## src/rtl/calc1_pkg.sv

```systemverilog
// Shared constants, FSM state type and command check for the calc1 port driver.
package calc1_pkg;

  localparam logic [3:0] CMD_NOP = 4'd0;
  localparam logic [3:0] CMD_ADD = 4'd1;
  localparam logic [3:0] CMD_SUB = 4'd2;
  localparam logic [3:0] CMD_SHL = 4'd5;
  localparam logic [3:0] CMD_SHR = 4'd6;

  localparam logic [1:0] RESP_NONE    = 2'd0;
  localparam logic [1:0] RESP_OK      = 2'd1;
  localparam logic [1:0] RESP_ERR     = 2'd2;
  localparam logic [1:0] RESP_TIMEOUT = 2'd3;

  typedef enum logic [1:0] {
    ST_IDLE,
    ST_SEND_A,
    ST_SEND_B,
    ST_WAIT
  } drv_state_t;

  function automatic logic cmd_is_valid(input logic [3:0] cmd);
    return (cmd == CMD_ADD) || (cmd == CMD_SUB) || (cmd == CMD_SHL) || (cmd == CMD_SHR);
  endfunction

endpackage

```

## src/rtl/calc1_op_fifo.sv

```systemverilog
// Synchronous op queue; pointers carry an extra wrap bit so full and empty are distinguishable.
module calc1_op_fifo #(
  parameter int DEPTH = 4,
  parameter int WIDTH = 72
) (
  input  logic             clk,
  input  logic             reset,
  input  logic             push,
  input  logic             pop,
  input  logic [WIDTH-1:0] wr_data,
  output logic [WIDTH-1:0] rd_data,
  output logic             full,
  output logic             empty
);

  localparam int AW = $clog2(DEPTH);

  logic [WIDTH-1:0] mem [DEPTH];
  logic [AW:0]      wr_ptr;
  logic [AW:0]      rd_ptr;

  assign empty   = (wr_ptr == rd_ptr);
  assign full    = (wr_ptr[AW] != rd_ptr[AW]) && (wr_ptr[AW-1:0] == rd_ptr[AW-1:0]);
  assign rd_data = mem[rd_ptr[AW-1:0]];

  always_ff @(posedge clk) begin
    if (reset) begin
      wr_ptr <= '0;
      rd_ptr <= '0;
    end else begin
      if (push) wr_ptr <= wr_ptr + (AW+1)'(1);
      if (pop)  rd_ptr <= rd_ptr + (AW+1)'(1);
    end
  end

  // Storage needs no reset; a push while full is only ever issued together with a pop.
  always_ff @(posedge clk) begin
    if (push) mem[wr_ptr[AW-1:0]] <= wr_data;
  end

endmodule

```

## src/rtl/calc1_port_driver.sv

```systemverilog
// Upstream request stage for one calc1 port: queue, two-cycle cmd/data send, response wait, result.
// Define CALC1_DRV_CMD_FILTER_EN to reject commands outside {ADD,SUB,SHL,SHR} locally.
module calc1_port_driver
  import calc1_pkg::*;
#(
  parameter int FIFO_DEPTH  = 4,
  parameter int TAG_W       = 4,
  parameter int TIMEOUT_CYC = 64,
  parameter int GAP_CYC     = 1
) (
  input  logic             c_clk,
  input  logic             reset,
  input  logic             op_valid,
  output logic             op_ready,
  input  logic [3:0]       op_cmd,
  input  logic [31:0]      op_a,
  input  logic [31:0]      op_b,
  input  logic [TAG_W-1:0] op_tag,
  output logic [3:0]       req_cmd_out,
  output logic [31:0]      req_data_out,
  input  logic [1:0]       out_resp,
  input  logic [31:0]      out_data,
  output logic             res_valid,
  output logic [1:0]       res_resp,
  output logic [31:0]      res_data,
  output logic [TAG_W-1:0] res_tag,
  output logic             err_spurious
);

  localparam int OP_W   = 4 + 32 + 32 + TAG_W;
  localparam int WAIT_W = (TIMEOUT_CYC > 1) ? $clog2(TIMEOUT_CYC) : 1;
  localparam int GAP_W  = $clog2(GAP_CYC + 1);
  localparam logic [WAIT_W-1:0] WAIT_LAST = WAIT_W'(TIMEOUT_CYC - 1);
  localparam logic [GAP_W-1:0]  GAP_LOAD  = GAP_W'(GAP_CYC);

  drv_state_t        state, state_n;
  logic [OP_W-1:0]   head;
  logic              fifo_full, fifo_empty;
  logic              push, pop, reject;
  logic              resp_seen, timeout_hit;
  logic [3:0]        head_cmd, cur_cmd;
  logic [31:0]       head_a, head_b, cur_a, cur_b;
  logic [TAG_W-1:0]  head_tag, cur_tag;
  logic [WAIT_W-1:0] wait_cnt;
  logic [GAP_W-1:0]  gap_cnt;

  assign {head_cmd, head_a, head_b, head_tag} = head;
  // A pop frees a slot in the same cycle, so a full queue may still accept.
  assign op_ready    = !fifo_full || pop;
  assign push        = op_valid && op_ready;
  assign resp_seen   = (out_resp != RESP_NONE);
  assign timeout_hit = (wait_cnt == WAIT_LAST);

  calc1_op_fifo #(
    .DEPTH (FIFO_DEPTH),
    .WIDTH (OP_W)
  ) u_fifo (
    .clk     (c_clk),
    .reset   (reset),
    .push    (push),
    .pop     (pop),
    .wr_data ({op_cmd, op_a, op_b, op_tag}),
    .rd_data (head),
    .full    (fifo_full),
    .empty   (fifo_empty)
  );

  always_comb begin
    state_n      = state;
    pop          = 1'b0;
    reject       = 1'b0;
    req_cmd_out  = CMD_NOP;
    req_data_out = '0;
    case (state)
      ST_IDLE: begin
        if (!fifo_empty && gap_cnt == '0) begin
          pop = 1'b1;
`ifdef CALC1_DRV_CMD_FILTER_EN
          if (cmd_is_valid(head_cmd)) state_n = ST_SEND_A;
          else                        reject  = 1'b1;
`else
          state_n = ST_SEND_A;
`endif
        end
      end
      ST_SEND_A: begin
        req_cmd_out  = cur_cmd;
        req_data_out = cur_a;
        state_n      = ST_SEND_B;
      end
      ST_SEND_B: begin
        req_data_out = cur_b;
        state_n      = ST_WAIT;
      end
      ST_WAIT: begin
        if (resp_seen || timeout_hit) state_n = ST_IDLE;
      end
      default: state_n = ST_IDLE;
    endcase
  end

  always_ff @(posedge c_clk) begin
    if (reset) begin
      state        <= ST_IDLE;
      wait_cnt     <= '0;
      gap_cnt      <= '0;
      cur_cmd      <= '0;
      cur_a        <= '0;
      cur_b        <= '0;
      cur_tag      <= '0;
      res_valid    <= 1'b0;
      res_resp     <= RESP_NONE;
      res_data     <= '0;
      res_tag      <= '0;
      err_spurious <= 1'b0;
    end else begin
      state     <= state_n;
      res_valid <= 1'b0;
      if (pop) begin
        cur_cmd <= head_cmd;
        cur_a   <= head_a;
        cur_b   <= head_b;
        cur_tag <= head_tag;
      end
      if (state == ST_WAIT) wait_cnt <= wait_cnt + WAIT_W'(1);
      else                  wait_cnt <= '0;
      if ((state == ST_WAIT && state_n == ST_IDLE) || reject) gap_cnt <= GAP_LOAD;
      else if (state == ST_IDLE && gap_cnt != '0)           gap_cnt <= gap_cnt - GAP_W'(1);
      // A response arriving on the last wait cycle takes priority over the local timeout.
      if (state == ST_WAIT && (resp_seen || timeout_hit)) begin
        res_valid <= 1'b1;
        res_tag   <= cur_tag;
        if (resp_seen) begin
          res_resp <= out_resp;
          res_data <= (out_resp == RESP_OK) ? out_data : '0;
        end else begin
          res_resp <= RESP_TIMEOUT;
          res_data <= '0;
        end
      end
      if (reject) begin
        res_valid <= 1'b1;
        res_resp  <= RESP_ERR;
        res_data  <= '0;
        res_tag   <= head_tag;
      end
      if (state != ST_WAIT && resp_seen) err_spurious <= 1'b1;
    end
  end

endmodule

```

## config.mk

```make
export PLATFORM = sky130hd
export DESIGN_NAME = calc1_port_driver
export DESIGN_NICKNAME = d
export VERILOG_FILES = /design/src/rtl/calc1_pkg.sv /design/src/rtl/calc1_op_fifo.sv /design/src/rtl/calc1_port_driver.sv
export SDC_FILE = /design/constraint.sdc
export NUM_CORES = 1
export LEC_CHECK = 0
export ABC_CLOCK_PERIOD_IN_PS = 4200
export CAP_MARGIN = 20
export CORE_AREA = 3 3 173 175
export DETAILED_ROUTE_END_ITERATION = 8
export DIE_AREA = 0 0 176 178
export PLACE_DENSITY = 0.77
export SLEW_MARGIN = 0
export SYNTH_ARGS = -nofsm -noshare
export SYNTH_HDL_FRONTEND = slang
export SYNTH_HIERARCHICAL = 1
export SYNTH_SLANG_ARGS = --single-unit
export TNS_END_PERCENT = 20
```

## constraint.sdc

```tcl
create_clock -name c_clk -period 4.2 [get_ports c_clk]
set_input_delay 0.42 -clock c_clk [delete_from_list [all_inputs] [get_ports c_clk]]
set_output_delay 0.42 -clock c_clk [all_outputs]
set_load 0.03 [all_outputs]
```

run_1/ff_map.png
Bar = 50 um. Other sequential cells in the stronger gray, the rest of the logic in the fainter gray.
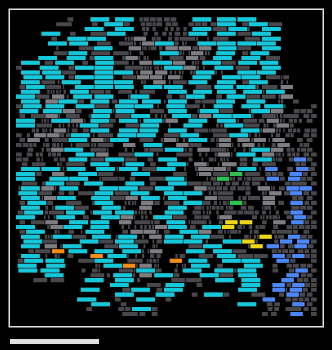
[cyan] u_fifo/mem | sequential cells: 288 | where: spread over the die
[yellow] wait_cnt | sequential cells: 6
[blue] res_data | sequential cells: 32
[orange] cur_cmd | sequential cells: 4
[green] u_fifo/wr_ptr | sequential cells: 3
not colored: 84

run_1/gates.png
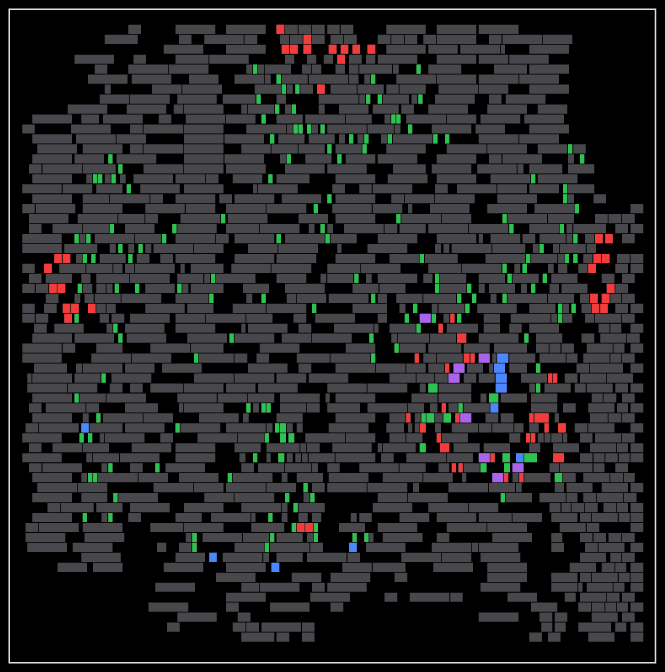
[blue] and/or cells | cells: 10
[purple] xor and xnor cells | cells: 8 | where: east
[green] nand cells | cells: 161
[red] nor cells | cells: 59 | where: spread over the die

==> out/results.ini, run 1 <==
[routing]
num_vias = 8908
postRouteAntennaNets = 0
viasPerCell = 5.667
detailedRoute.firstPassIterationCount = 5
routed_wl_mm = 33.77
drc = 0
first_iter_violations = 694

[global_routing]
grt-ovfl-total = 0
use_met2 = 0.3702
grt.busiest_layer = met2

[final_timing]
final-hold-violation-count = 0
skew_ps = 14.38
fmax_mhz = 291.6
fin_hold_ws_ps = 402.1

[worst_setup_path]
reg2reg_to = u_fifo/mem[2][43]$_DFFE_PP_
cp.depth = 4
crit_path_start = state[0]$_SDFF_PP0_
r2r_slack_ps = 1480
r2r_cells = 8
crit_end = req_data_out[3]

[logic_synthesis]
most_common_cell = edfxtp_1
ys_seq_frac = 0.7195
synth_cells = 973
ys_area_um2 = 15610
top_area_frac = 0.5540

[hold_path]
holdCritStartpoint = reset

[cells_and_area]
fin_nets = 1274
final_layout_size_suffix_gt1_frac = 0.1382

[power]
seq-power_mw = 5.26
pg_comb_mw = 2.36
switching_power_mw = 3.170
total_power_mw = 11.31
p_seq_frac = 0.465

[placement]
port_buffers = 185

[clock_network]
clkSinkCount = 417
cts_tree = done

[status]
status = completed

[floorplanning]
std_cell_rows = 62

run_1/congestion_map.png
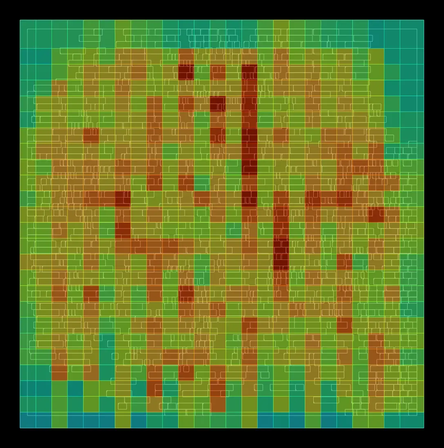
M1 GR Usage: 0.2881
Wirelength per Cell: 21.48 um
final core utilization: 0.6678

run_1/clock_wires.png
Bar = 50 um.
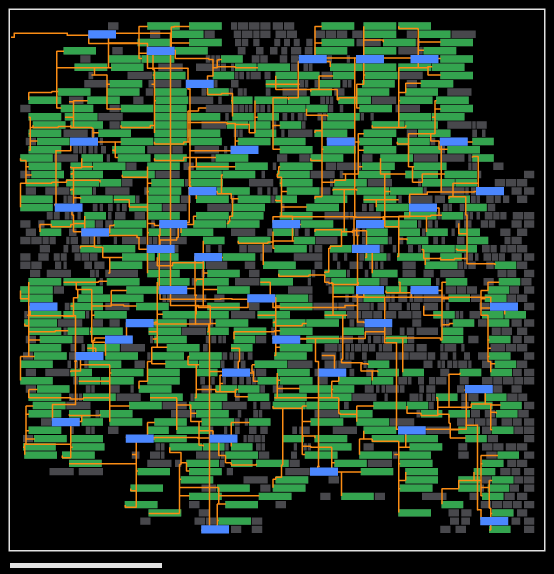
[orange] clock wires | length: 4210 um
[green] flip-flops | count: 417
[blue] clock-net drivers | count: 42
routed clock nets: 43
flops lie: spread over the die

-- run 1: cell families after synthesis --
kind of cell / Yosys count / synth area share
flops: 417 / 0.7195
fa+ha+maj: 11 / 0.008817
buf+inv: 70 / 0.02845
xor+xnor: 8 / 0.004488
simple gates: 230 / 0.06540
compound gates: 163 / 0.06773
mux: 74 / 0.1056
-- run 1: metal layers --
metal	routed length (um)	vias up
met2	16640	347
li1	-	4047
met4	808	8
met3	2694	60
met1	13570	4446
met5	51	-
-- run 1: flip-flops by register name, indices dropped and copies added (netlist names), 2 cells and up, named ones only --
name and count:
wait_cnt 6, u_fifo/rd_ptr 3, res_tag 4, cur_tag 4
cur_cmd 4, cur_b 32, res_data 32, u_fifo/mem 288
u_fifo/wr_ptr 3, state 2, cur_a 32, res_resp 2
-- run 1: layout by cell type (no fill, tap or decap), types with 3 or more instances in the layout --
master	synthesis	layout
clkinv_2	0	5
and2_1	9	5
a21oi_1	81	81
mux4_2	70	70
inv_1	7	7
nand2_1	148	147
a22o_1	33	33
dfxtp_1	129	127
clkbuf_8	0	6
bufinv_16	0	3
nor2_1	20	20
xnor2_1	4	4
edfxtp_1	288	288
xor2_1	4	4
a22oi_1	32	32
nor2b_1	34	33
and2_4	0	4
o21ai_1	6	6
buf_12	7	5
ha_1	11	10
clkbuf_16	0	45
clkdlybuf4s50_1	0	184
buf_4	8	9
clkbuf_1	20	13
nand3_1	7	7
-- run 1: area by class of cell --
type	count	area (um^2)
sequential	417	11240
fill	1934	9508
multi-input combinational	486	3953
timing repair buffer	198	2009
clock buffer	65	1262
tap	384	480.5
clock inverter	12	137.6
inverter	9	33.78
antenna	1	2.502
-- run 1: tightest hold or removal path, delay by kind of cell --
family        cells  cell delay [ps]
buf+inv           1               80
simple gates      2              380
==> run 2: changes to the inputs <==
Settings changed: ABC_CLOCK_PERIOD_IN_PS 4200 to 3200.
Clock period 4.2 ns to 3.2 ns, I/O delays scaled along.
run_2/clock_wires.png
Bar = 50 um.
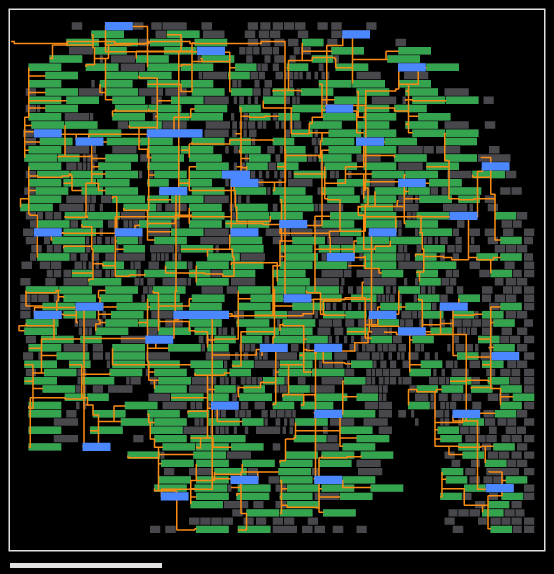
clk latency late pin: 530 ps
clock share of power: 0.315
clk pwr: 4.66 mW

==> run 2 against run 1 <==
  * Cell area up 0.49%
  * Critical path type unchanged
  * Register-to-register slack worse by 850 ps
  * Largest power group unchanged
  * Critical endpoint is now req_data_out[21]
  * Setup slack worse by 530 ps
==> out/results.ini, run 2 <==
[status]
status = completed

[final_timing]
final-hold-violation-count = 0  ; unchanged
fmax_mhz = 338.4
skew_ps = 17.22  ; +2.839 ps

[clock_network]
clkSinkCount = 417  ; unchanged
cts_tree = done
cts_made_buffers = 42

[routing]
routed_wl_mm = 34.95  ; +3.5%
detailedRoute.firstPassIterationCount = 5  ; unchanged
num_vias = 9048  ; +1.6%
viasPerCell = 5.698  ; +0.55%
drt-wirelength-per-cell_um = 22.01  ; +2.5%
drc = 0  ; unchanged

[cells_and_area]
regArea_um2 = 11240  ; unchanged
seq_cells = 417  ; unchanged
buf_share = 0.1142  ; +0.009126
largest_reg_flops = 288  ; unchanged
final-clk-cell-share = 0.06787  ; -0.005372
logic_area_um2 = 3953  ; unchanged
final_layout_size_suffix_gt1_frac = 0.1407  ; +0.002553
comb_cells = 486  ; unchanged
diodes = 3  ; +2
clkbuf_count = 61  ; -6.2%
inv_count = 9  ; unchanged
dominant_cells = registers
seq_share = 0.5850  ; -0.002870
fin_util = 0.6711  ; +0.003278

[placement]
port_buffers = 185  ; unchanged

[power]
total_power_mw = 14.78  ; +31%
switching_share = 0.2877
p_seq_frac = 0.466  ; about the same

[floorplanning]
io_pins = 186
std_cell_rows = 62  ; unchanged

[logic_synthesis]
ys_seq_frac = 0.7195  ; unchanged
top_area_frac = 0.5540  ; unchanged
synth_cells = 973  ; unchanged
most_common_cell = edfxtp_1

run_2/gates.png
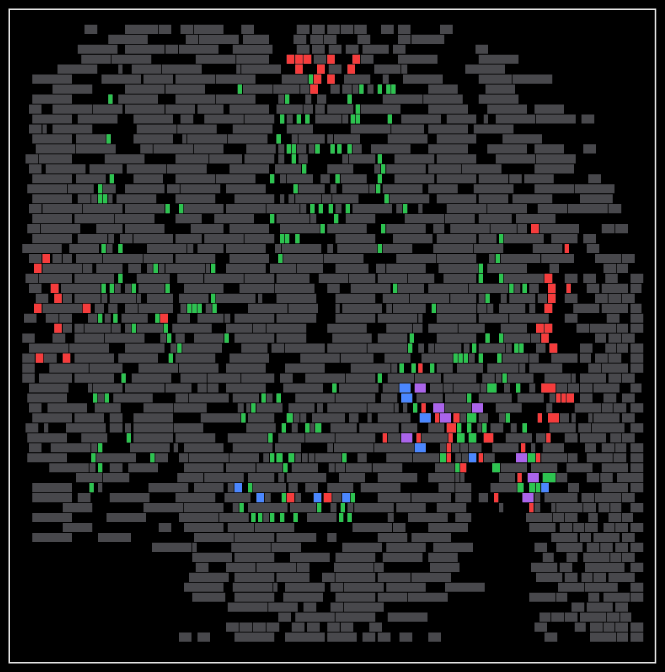
Non-Filler Instances: 1588
Commonest Layout Cell: edfxtp_1
logic share of the area: 0.2057

[run 2: power groups by stage]
stage / Sequential (mW) / Clock (mW) / Combinational (mW)
after floorplan: 6.71 / 0 / 2.46
after global placement: 6.97 / 0 / 3.17
after detailed placement: 6.99 / 0 / 3.23
after CTS: 6.89 / 4.75 / 3.26
after global routing: 6.95 / 4.97 / 3.52
final: 6.88 / 4.66 / 3.24
[run 2: final timing paths]
| kind | slack (ps) | endpoint | start | cells past startpoint |
|---|---|---|---|---|
| setup / recovery | 250 | req_data_out[21] | state[0]$_SDFF_PP0_ | 6 |
| hold / removal | 270 | state[1]$_SDFF_PP0_ | reset | 2 |
| hold reg to reg | 450 | wait_cnt[0]$_SDFF_PP0_ | wait_cnt[0]$_SDFF_PP0_ | 1 |
| setup reg to reg | 630 | u_fifo/mem[2][7]$_DFFE_PP_ | u_fifo/wr_ptr[0]$_SDFFE_PP0P_ | 8 |
[run 2: kinds of logic (layout without fill, tap and decap cells)]
family / count (synthesis) / after routing / synth area share
AOI/OAI and AO/OA: 163 / 163 / 0.06773
DFF: 417 / 417 / 0.7195
xor gates and xnor gates: 8 / 8 / 0.004488
buffers and inverters: 70 / 298 / 0.02845
and+or+nand+nor: 230 / 230 / 0.06540
muxes: 74 / 74 / 0.1056
other: 0 / 3 / 0
adders and majority gates: 11 / 11 / 0.008817
[run 2: layer usage]
layer  vias up  track usage  wire length (um)
li1       4076            -                 -
met1      4499       0.2971             14040
met2       405       0.3683             17160
met3        68      0.04874              2662
met4         0      0.08479              1086
met5         -            0                 0
[run 2: stage by stage]
step | setup TNS [ps] | hold slack (ps)
after floorplan | -141460 | 389.1
after global placement | 0 | 429.0
after detailed placement | 0 | 436.7
after CTS | 0 | 250.1
after global routing | 0 | 273.0
final | 0 | 268.5
==> run 3: changes to the inputs <==
--- a/config.mk
+++ b/config.mk
@@ -8,7 +8,7 @@
 export ABC_CLOCK_PERIOD_IN_PS = 3200
 export CAP_MARGIN = 20
-export CORE_AREA = 3 3 173 175
+export CORE_AREA = 2 2 172 174
 export DETAILED_ROUTE_END_ITERATION = 8
-export DIE_AREA = 0 0 176 178
+export DIE_AREA = 0 0 174 176
 export PLACE_DENSITY = 0.77
 export SLEW_MARGIN = 0
==> constraint.sdc (replaced) <==
create_clock -name c_clk -period 3.2 [get_ports c_clk]
set_input_delay 0.64 -clock c_clk [delete_from_list [all_inputs] [get_ports c_clk]]
set_output_delay 0.64 -clock c_clk [all_outputs]
set_load 0.03 [all_outputs]
run_3/clock_wires.png
Bar = 50 um.
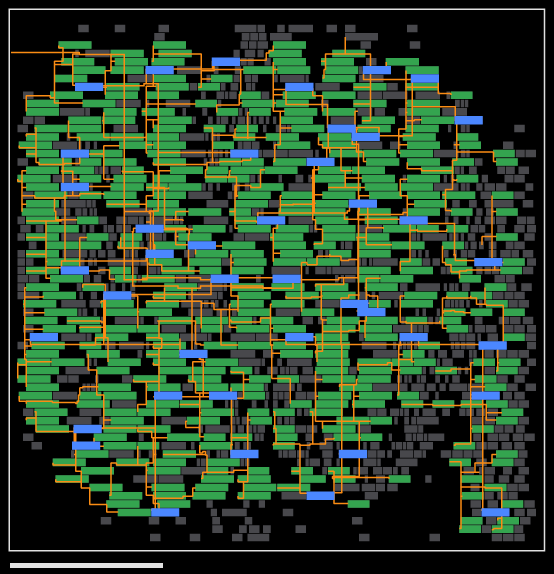
[blue] clock-net drivers | count: 41
[orange] clock wires | length: 4340 um
[green] flip-flops | count: 417
flops lie: spread over the die
routed clock nets: 42

==> run 3 against run 2 <==
  * Critical path depth unchanged
  * Register-to-register slack better by 40 ps
  * Clock power down 1%
  * Non-clock buffer count up 1
  * Cell count about the same
  * Synthesized cell count unchanged
  * Clock skew down 8.0 ps
  * Synthesized area unchanged
  * Sequential cell count unchanged
  * Global-route usage up 0.49 points
  * Cell area down 0.22%
  * Largest cell class unchanged
  * Setup slack better by 8.3 ps
==> out/results.ini, run 3 <==
[floorplanning]
io_pins = 186  ; unchanged
std_cell_rows = 62  ; unchanged

[logic_synthesis]
ys_seq_frac = 0.7195  ; unchanged
yosys.area_share.xor_xnor = 0.004489  ; unchanged
aoi_share = 0.06773  ; unchanged
most_common_cell = edfxtp_1

[cells_and_area]
layout.cells.non_filler = 1587  ; -0.063%
fin_util = 0.6715  ; about the same
final_common_cell = edfxtp_1
largest_reg_flops = 288  ; unchanged

[status]
status = completed

[hold_path]
holdCritStartpoint = cur_b[18]$_SDFFE_PP0P_

[final_timing]
finalSetupTns_ps = 0  ; unchanged
fmax_mhz = 339.4  ; +0.28%

[clock_network]
clkSinkCount = 417  ; unchanged
cts_made_buffers = 41  ; -2.4%

[power]
total_power_mw = 14.70  ; -0.53%

[worst_setup_path]
r2r_cells = 9  ; +1
crit_end = op_ready
r2r_slack_ps = 670  ; +40 ps

[routing]
routed_wl_mm = 34.67  ; -0.81%
drt-wirelength-per-cell_um = 21.85  ; -0.74%
drc = 0  ; unchanged
detailedRoute.firstPassIterationCount = 7  ; +2
viasPerCell = 5.646  ; -0.91%

[placement]
port_buffers = 185  ; unchanged

run_3/class_map.png
Bar = 50 um.
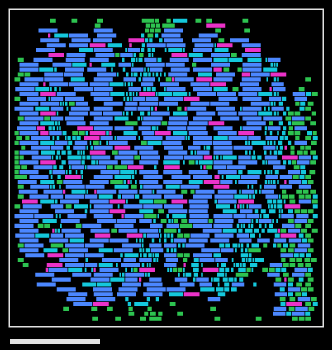
[magenta] clock drivers and dummy loads | cells: 75 | share of their area: 7.0%
[blue] registers | cells: 417 | share of their area: 60%
[cyan] remaining logic cells | cells: 495 | share of their area: 21%
[green] remaining buffers and delay cells | cells: 212 | share of their area: 12%

## run 3: worst min path at each step
stage	slack [ps]	depth (start not counted)	endpoint
3_3_place_gp	430	1	wait_cnt[0]$_SDFF_PP0_
5_1_grt	470	2	cur_b[24]$_SDFFE_PP0P_
6_report	450	2	cur_b[18]$_SDFFE_PP0P_
2_1_floorplan	420	1	wait_cnt[0]$_SDFF_PP0_
3_5_place_dp	440	1	wait_cnt[0]$_SDFF_PP0_
4_1_cts	450	1	wait_cnt[0]$_SDFF_PP0_
## run 3: cells by family (layout without fill, tap and decap cells)
logic type	Yosys count	in the layout
adder cells (fa/ha/maj)	11	11
AND-OR/OR-AND	163	163
multiplexers	74	74
other	0	4
XOR/XNOR	8	8
buffers and inverters	70	296
AND/OR/NAND/NOR	230	230
flip-flops	417	417
## run 3: per-layer routing
layer / part of all wire / track usage
met1: 0.39 / 0.2809
met2: 0.51 / 0.3982
met3: 0.077 / 0.05599
met4: 0.026 / 0.08228
met5: 0 / 0
## run 3: final cells by class
cell class	instances	area [um^2]
Tap cell	384	480.5
Clock inverter	9	67.56
Clock buffer	66	1234
Inverter	9	33.78
Timing Repair Buffer	212	2152
Fill cell	1979	9379
Sequential cell	417	11240
Antenna cell	4	10.01
Multi-Input combinational cell	486	3953
## run 3: critical path: stages, from the launching register on
cell,delay (ps)
dfxtp_1,420
xor2_1,200
nor3b_1,80
nor2_1,190
nand2_2,80
nand2_1,80
clkdlybuf4s50_1,720
## run 3: what timing repair did
action / in CTS / in global routing
endpoints found under the setup margin: 0 / 8
gates resized: 0 / 1
hold endpoints to repair: 0 / 0
## run 3: power by group
part / total (mW) / switching, mW / internal, mW
clock: 4.61 / 1.90 / 2.72
sequential: 6.84 / 0.440 / 6.40
combinational: 3.25 / 1.84 / 1.41
Power and IR drop assume default switching activity.
